==> images/metal_stack.png <==
Scale: 3 px per µm. Two of the layers only.
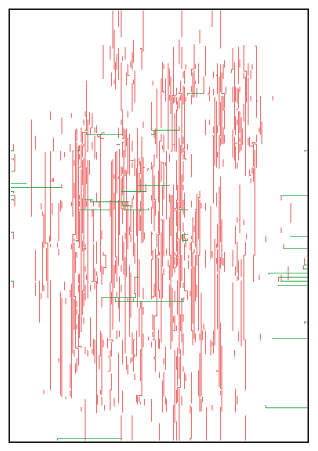
==> images/drive_strength.png <==
Scale: 3 px per µm.
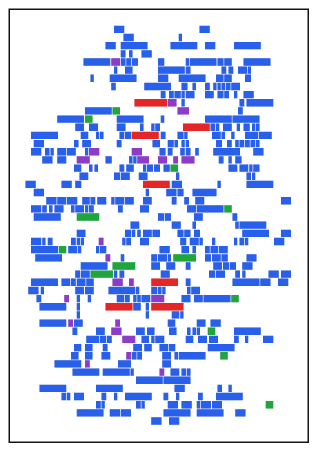
==> images/final_placement.png <==
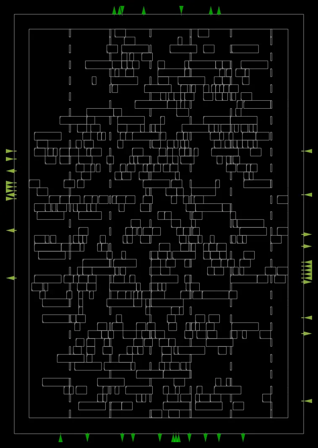
==> images/port_nets.png <==
Scale: 2 px per µm.
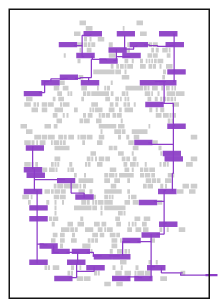
===== config.mk =====
export PLATFORM = sky130hd
export DESIGN_NAME = clk_en_rate_monitor_flat
export DESIGN_NICKNAME = d
export VERILOG_FILES = /design/src/rtl/clk_en_rate_monitor_if.sv /design/src/rtl/clk_en_rate_monitor.sv /design/src/flat_wrapper.sv
export SDC_FILE = /design/constraint.sdc
export NUM_CORES = 1
export LEC_CHECK = 0
export CORE_ASPECT_RATIO = 1.5
export CORE_MARGIN = 5
export CORE_UTILIZATION = 28
export CTS_CLUSTER_DIAMETER = 100
export CTS_CLUSTER_SIZE = 20
export DETAILED_ROUTE_END_ITERATION = 6
export GPL_TIMING_DRIVEN = 0
export PLACE_DENSITY = 0.44
export SLEW_MARGIN = 20
export SYNTH_ARGS = -nofsm -noshare
export SYNTH_HDL_FRONTEND = slang
export SYNTH_SLANG_ARGS = --single-unit

===== constraint.sdc =====
create_clock -name clk_i -period 6 [get_ports clk_i]
set_input_delay 0.9 -clock clk_i [delete_from_list [all_inputs] [get_ports clk_i]]
set_output_delay 0.9 -clock clk_i [all_outputs]
set_load 0.03 [all_outputs]

===== src/rtl/clk_en_rate_monitor_if.sv =====
// rtl/clk_en_rate_monitor_if.sv - control/status bundle for the clock-enable rate monitor
interface clk_en_rate_monitor_if #(
  parameter int W = 16
);
  logic         en_i;
  logic         clk_en_i;
  logic [W-1:0] exp_period_i;
  logic         err_clr_i;
  logic [W-1:0] period_o;
  logic         period_vld_o;
  logic         locked_o;
  logic         err_o;
  logic [1:0]   err_code_o;

  modport master (
    output en_i, clk_en_i, exp_period_i, err_clr_i,
    input  period_o, period_vld_o, locked_o, err_o, err_code_o
  );

  modport slave (
    input  en_i, clk_en_i, exp_period_i, err_clr_i,
    output period_o, period_vld_o, locked_o, err_o, err_code_o
  );
endinterface


===== src/rtl/clk_en_rate_monitor.sv =====
// rtl/clk_en_rate_monitor.sv - measures clk_en strobe spacing, locks on expected period, flags errors
module clk_en_rate_monitor #(
  parameter int W      = 16,
  parameter int LOCK_N = 4
) (
  input  logic                  clk_i,
  input  logic                  rstn_i,
  clk_en_rate_monitor_if.slave  mon
);

  typedef enum logic [1:0] {IDLE, ARM, MEASURE, LOCKED} state_t;

  localparam logic [W-1:0] CNT_MAX  = '1;
  localparam logic [W-1:0] CNT_TO   = CNT_MAX - W'(1);
  localparam logic [7:0]   LOCK_N_C = LOCK_N[7:0];

  localparam logic [1:0] CODE_MISMATCH = 2'b01;
  localparam logic [1:0] CODE_TIMEOUT  = 2'b10;

  state_t       state_q, state_d;
  logic [W-1:0] cnt_q, cnt_d;
  logic [7:0]   match_q, match_d;
  logic [W-1:0] period_q, period_d;
  logic         vld_q, vld_d;
  logic         locked_q, locked_d;
  logic         err_q, err_d;
  logic [1:0]   code_q, code_d;

  logic         err_set;
  logic [1:0]   err_new;
  logic [W-1:0] p_meas;
  logic         p_match;
  logic [7:0]   match_inc;

  always_ff @(posedge clk_i or negedge rstn_i) begin
    if (!rstn_i) begin
      state_q  <= IDLE;
      cnt_q    <= '0;
      match_q  <= '0;
      period_q <= '0;
      vld_q    <= 1'b0;
      locked_q <= 1'b0;
      err_q    <= 1'b0;
      code_q   <= 2'b00;
    end else begin
      state_q  <= state_d;
      cnt_q    <= cnt_d;
      match_q  <= match_d;
      period_q <= period_d;
      vld_q    <= vld_d;
      locked_q <= locked_d;
      err_q    <= err_d;
      code_q   <= code_d;
    end
  end

  always_comb begin
    state_d   = state_q;
    cnt_d     = cnt_q;
    match_d   = match_q;
    period_d  = period_q;
    vld_d     = 1'b0;
    locked_d  = locked_q;
    err_set   = 1'b0;
    err_new   = 2'b00;
    p_meas    = cnt_q + W'(1);
    p_match   = (mon.exp_period_i != '0) && (p_meas == mon.exp_period_i);
    match_inc = match_q + 8'd1;

    if (!mon.en_i) begin
      // Dropping enable discards any interval in flight without reporting it
      state_d  = IDLE;
      cnt_d    = '0;
      match_d  = '0;
      locked_d = 1'b0;
    end else begin
      unique case (state_q)
        IDLE: state_d = ARM;
        ARM: begin
          if (mon.clk_en_i) begin
            cnt_d   = '0;
            state_d = MEASURE;
          end else if (cnt_q != CNT_MAX) begin
            cnt_d = cnt_q + W'(1);
          end
        end
        MEASURE, LOCKED: begin
          if (mon.clk_en_i) begin
            cnt_d    = '0;
            period_d = p_meas;
            vld_d    = 1'b1;
            if (state_q == MEASURE) begin
              if (p_match) begin
                match_d = match_inc;
                if (match_inc >= LOCK_N_C) begin
                  state_d  = LOCKED;
                  locked_d = 1'b1;
                end
              end else begin
                match_d = '0;
              end
            end else if (!p_match) begin
              // exp_period_i==0 disables checking: lock is lost but no error is raised
              state_d  = MEASURE;
              locked_d = 1'b0;
              match_d  = '0;
              if (mon.exp_period_i != '0) begin
                err_set = 1'b1;
                err_new = CODE_MISMATCH;
              end
            end
          end else if (cnt_q == CNT_TO) begin
            cnt_d    = CNT_MAX;
            state_d  = ARM;
            locked_d = 1'b0;
            match_d  = '0;
            err_set  = 1'b1;
            err_new  = CODE_TIMEOUT;
          end else begin
            cnt_d = cnt_q + W'(1);
          end
        end
        default: state_d = IDLE;
      endcase
    end
  end

  // First error is kept while sticky; a clear in the same cycle lets the new code through
  always_comb begin
    err_d  = err_q;
    code_d = code_q;
    if (err_set) begin
      err_d  = 1'b1;
      code_d = (err_q && !mon.err_clr_i) ? code_q : err_new;
    end else if (mon.err_clr_i) begin
      err_d  = 1'b0;
      code_d = 2'b00;
    end
  end

  assign mon.period_o     = period_q;
  assign mon.period_vld_o = vld_q;
  assign mon.locked_o     = locked_q;
  assign mon.err_o        = err_q;
  assign mon.err_code_o   = code_q;

endmodule


===== src/flat_wrapper.sv =====
// flat-port wrapper written by rule: the top's interface ports become plain ports
module clk_en_rate_monitor_flat 
#(
  parameter int W      = 16,
  parameter int LOCK_N = 4
)
  (clk_i, rstn_i, mon_en_i, mon_clk_en_i, mon_exp_period_i, mon_err_clr_i, mon_period_o, mon_period_vld_o, mon_locked_o, mon_err_o, mon_err_code_o);
  clk_en_rate_monitor_if #(.W(W)) mon_i ();
  input  logic clk_i;
  input  logic rstn_i;
  input wire logic [$bits(mon_i.en_i)-1:0] mon_en_i;
  input wire logic [$bits(mon_i.clk_en_i)-1:0] mon_clk_en_i;
  input wire logic [$bits(mon_i.exp_period_i)-1:0] mon_exp_period_i;
  input wire logic [$bits(mon_i.err_clr_i)-1:0] mon_err_clr_i;
  output wire logic [$bits(mon_i.period_o)-1:0] mon_period_o;
  output wire logic [$bits(mon_i.period_vld_o)-1:0] mon_period_vld_o;
  output wire logic [$bits(mon_i.locked_o)-1:0] mon_locked_o;
  output wire logic [$bits(mon_i.err_o)-1:0] mon_err_o;
  output wire logic [$bits(mon_i.err_code_o)-1:0] mon_err_code_o;
  assign mon_i.en_i = mon_en_i;
  assign mon_i.clk_en_i = mon_clk_en_i;
  assign mon_i.exp_period_i = mon_exp_period_i;
  assign mon_i.err_clr_i = mon_err_clr_i;
  assign mon_period_o = mon_i.period_o;
  assign mon_period_vld_o = mon_i.period_vld_o;
  assign mon_locked_o = mon_i.locked_o;
  assign mon_err_o = mon_i.err_o;
  assign mon_err_code_o = mon_i.err_code_o;
  clk_en_rate_monitor #(.W(W), .LOCK_N(LOCK_N)) u_core (.clk_i(clk_i), .rstn_i(rstn_i), .mon(mon_i));
endmodule

==> out/results.md <==
| Result | Reported |
|---|---|
| Outcome | completed |
| Leakage component of the power | 1.66 nW |
| Final nets | 456 |
| Hold buffers post-CTS | 0 |
| Sum of overflow across all layers after global routing | 0 |
| Combinational fraction of design power | 16.5% |
| Proportion of power drawn by the clock network | 43.6% |
| DRC Markers | 0 |
| Final core utilization | 34.8% |
| Number of DRC markers after the initial detailed-route iteration | 165 |
| Ys flop type | sky130_fd_sc_hd__dfrtp_1 |
| Switch Pwr | 0.223 mW |
| Vias in the first global route | 3,016 |
| Worst VDD drop | 0.111 mV |
| Top cell types by occurrence after synthesis | 47 x sky130_fd_sc_hd__dfrtp_1, 44 x sky130_fd_sc_hd__nand2_1, 40 x sky130_fd_sc_hd__o21ai_0, 24 x sky130_fd_sc_hd__xnor2_1, 20 x sky130_fd_sc_hd__nor2_1 |
| Endpoints failing setup | 0 |
| Overall power | 0.846 mW |
| Crit. End Element | register |
| Floorplan die width | 99.2 µm |
| Post-synth tally of flip-flops with integrated enable | 0 |
| Detailed-route vias per instance | 5.17 |
| Flops & latches, synth | 47 |
| Worst-margin pin slew | 640 ps |
| Startpoint of the worst register-to-register path | u_core.cnt_q[4] |
| FMAX | 0.313 GHz |
| Die height | 144 µm |
| Routed wire per std cell | 18.3 µm |
| Max Slew Vio Count | 0 |
| Largest net degree at the start of global routing | 48 |
| Final Hold Fails | 0 |
| Initial cell density of the core | 28.2% |
| Area of the core | 0.0118 mm² |
| Max-slew headroom at the worst pin | 57.3% |
| Library cell used as clock root buffer | sky130_fd_sc_hd__clkbuf_16 |
| TritonCTS Buffers | 5 |
| Area of the die | 0.0143 mm² |
| Setup TNS after final layout | 0 ps |
| Yosys cell types | 63 |
| Number of warnings the tools reported | 29 |
| Antenna violations before repair | 0 |
| Share of the synthesized area in the top cell type | 35.2% |
| Cell internal pwr | 0.623 mW |
| Number of instances in the synthesized netlist | 384 |
| Share of synthesized registers carrying an async set or reset | 100% |
| Total track usage | 15.6% |
| H-tree depth | 2 |
| Hold_ws | 477 ps |
| Remaining number of nets flagged by the antenna check after routing | 0 |
| Yosys Instances | 384 |
| Dpl cell area | 0.00393 mm² |
| Fraction of met3 tracks used by global routing | 1.80% |
| Crit path launch type | input port |
| Biggest area cells | sky130_fd_sc_hd__dfrtp_1 35%, sky130_fd_sc_hd__xnor2_1 6.3%, sky130_fd_sc_hd__o21ai_0 6.0%, sky130_fd_sc_hd__nand2_1 4.9%, sky130_fd_sc_hd__a22o_1 2.9% |
| Ant. Diodes | 0 |
| Detailed-route wire length | 10,700 µm |
| Min-Delay Startpoint | u_core.mon.period_o[5] |
| Number of vias in the routed layout | 3,025 |
| Post-placement worst setup slack | 2440 ps |
| Worst R2R Path Depth | 10 |
| Worst Path Max Fanout | 10 |
| Setup slack after layout | 2810 ps |
| Power density over the cells | 205 mW/mm² |
| RSZ-0062 raised after global routing | no |
| Portion of the post-synthesis area used by sequential elements | 35.2% |
| CTS sink cnt | 47 |
| Hold/Removal Path Class | register to register |
| Final worst path period share | 53.2% |
| End of the worst hold path | u_core.mon.period_o[5] |
| Net switching share of the total power | 26.4% |
| Area growth syn-to-layout | 23.3% |
| Insertion delay to the later sink of the worst-skew pair | 290 ps |
| Clock-pin slew on the worst setup and hold paths | 70 ps |
| Chip area estimate from yosys synthesis | 0.00334 mm² |
| RePlAce Congestion | 0.933 |
| Netlist area before placement | 0.00334 mm² |
| First-pass GRT wire length | 17,200 µm |
| Area leader, netlist | sky130_fd_sc_hd__dfrtp_1 |
| Clock tree from TritonCTS | done |
| Layout Skew | 4.57 ps |
| Post-synthesis area per instance | 8.70 µm² |
| # resized after CTS | 0 |
| Data required time of the critical path | 6170 ps |
| Fraction of layout instances using a drive strength above 1 | 9.95% |
| Dominant cell by count in the synthesized netlist | sky130_fd_sc_hd__dfrtp_1 |
-- metal_stack.png (at the start) --
legend:
  red:
    layer: met2
    wire_length: 5,290 µm
  green:
    layer: met3
    wire_length: 268 µm

-- drive_strength.png (at the start) --
legend:
  purple:
    size: drive 2
    cells: 23
  green:
    size: drive 3 to 4
    cells: 13
  red:
    size: drive 6 and up
    cells: 7
  blue:
    size: drive 1 or less
    cells: 389

-- final_placement.png (at the start) --
row count: 49
final non-filler cell total: 585
flop share of the area: 28.5%
number of tap cells added at floorplan: 153

-- port_nets.png (at the start) --
legend:
  purple:
    port: rstn_i
    bits: 1
    direction: input
    end_cells: 47
    buffers: 1
    wire: 485 µm
number of primary I/O pins: 42
Port Buffer Count: 40

[layer usage]
layer	vias up	share of wire (%)
li1	1496	-
met1	1455	46
met2	60	49
met3	14	2.5
met4	0	2.4
met5	-	0
[power groups by stage]
stage / Clock (mW) / Sequential (mW) / Combinational, mW
4_1_cts: 0.379 / 0.338 / 0.141
3_3_place_gp: 0 / 0.344 / 0.141
2_1_floorplan: 0 / 0.360 / 0.0581
5_1_grt: 0.388 / 0.339 / 0.152
6_report: 0.368 / 0.338 / 0.139
3_5_place_dp: 0 / 0.344 / 0.141
[worst max path at each step]
stage / startpoint / slack [ps] / cells after the start / endpoint
after floorplan: mon_exp_period_i[9] / 3430 / 8 / u_core.state_q[0]
after global placement: rstn_i / 2380 / 1 / u_core.mon.err_code_o[0]
after detailed placement: mon_clk_en_i / 2440 / 7 / u_core.mon.err_code_o[0]
after CTS: mon_clk_en_i / 2780 / 7 / u_core.mon.err_code_o[0]
after global routing: mon_clk_en_i / 2620 / 7 / u_core.mon.err_code_o[0]
final: mon_clk_en_i / 2810 / 7 / u_core.mon.err_code_o[0]
[cells in the final DEF, fill, tap and decap left out, drive strengths merged, types with 4 or more instances in the layout]
master / Yosys / routed
nor2b: 4 / 4
o211ai: 5 / 5
dfrtp: 47 / 47
nand2b: 5 / 5
inv: 17 / 17
or3: 4 / 4
o41ai: 4 / 4
and2: 4 / 4
clkdlybuf4s50: 0 / 39
nor3: 8 / 8
o31ai: 6 / 6
nor2: 20 / 20
nand2: 44 / 44
clkbuf: 14 / 20
xor2: 8 / 8
nand4: 6 / 6
nand3: 18 / 18
a21boi: 4 / 4
ha: 4 / 4
xnor2: 24 / 24
nor4: 14 / 14
o21ai: 42 / 42
o2111ai: 8 / 8
a22o: 11 / 11
buf: 18 / 19
[worst max-delay path, stage by stage]
cell and delay [ps]:
sky130_fd_sc_hd__clkdlybuf4s50_1 440, sky130_fd_sc_hd__clkbuf_1 230, sky130_fd_sc_hd__nor2b_1 510, sky130_fd_sc_hd__nand3_1 550
sky130_fd_sc_hd__clkbuf_1 410, sky130_fd_sc_hd__o211ai_1 230, sky130_fd_sc_hd__o21ai_1 90
[flip-flops by register name, indices dropped and copies added (netlist names)]
register                 flops
u_core.mon.locked_o          1
u_core.mon.err_o             1
u_core.match_q               8
u_core.cnt_q                16
u_core.mon.period_vld_o      1
u_core.mon.err_code_o        2
u_core.mon.period_o         16
u_core.state_q               2
[cell type report]
type | count | area, µm²
Clock inverter | 2 | 60.1
Multi-Input combinational cell | 288 | 1940
Fill cell | 1244 | 7710
Timing Repair Buffer | 40 | 398
Clock buffer | 6 | 129
Tap cell | 153 | 191
Inverter | 17 | 63.8
Buffer | 32 | 163
Sequential cell | 47 | 1180
[kinds of logic (layout without fill, tap and decap cells)]
family                   after synthesis  after routing  synth area share (%)
AND-OR/OR-AND                        107            107                  22.4
XOR/XNOR                              33             33                  9.06
adder cells (fa/ha/maj)                4              4                  1.50
buffers and inverters                 49             97                  6.78
flip-flops                            47             47                  35.2
multiplexers                           4              4                  1.27
AND/OR/NAND/NOR                      140            140                  23.8
No activity file was given, so power comes from the tool's default toggle rates.
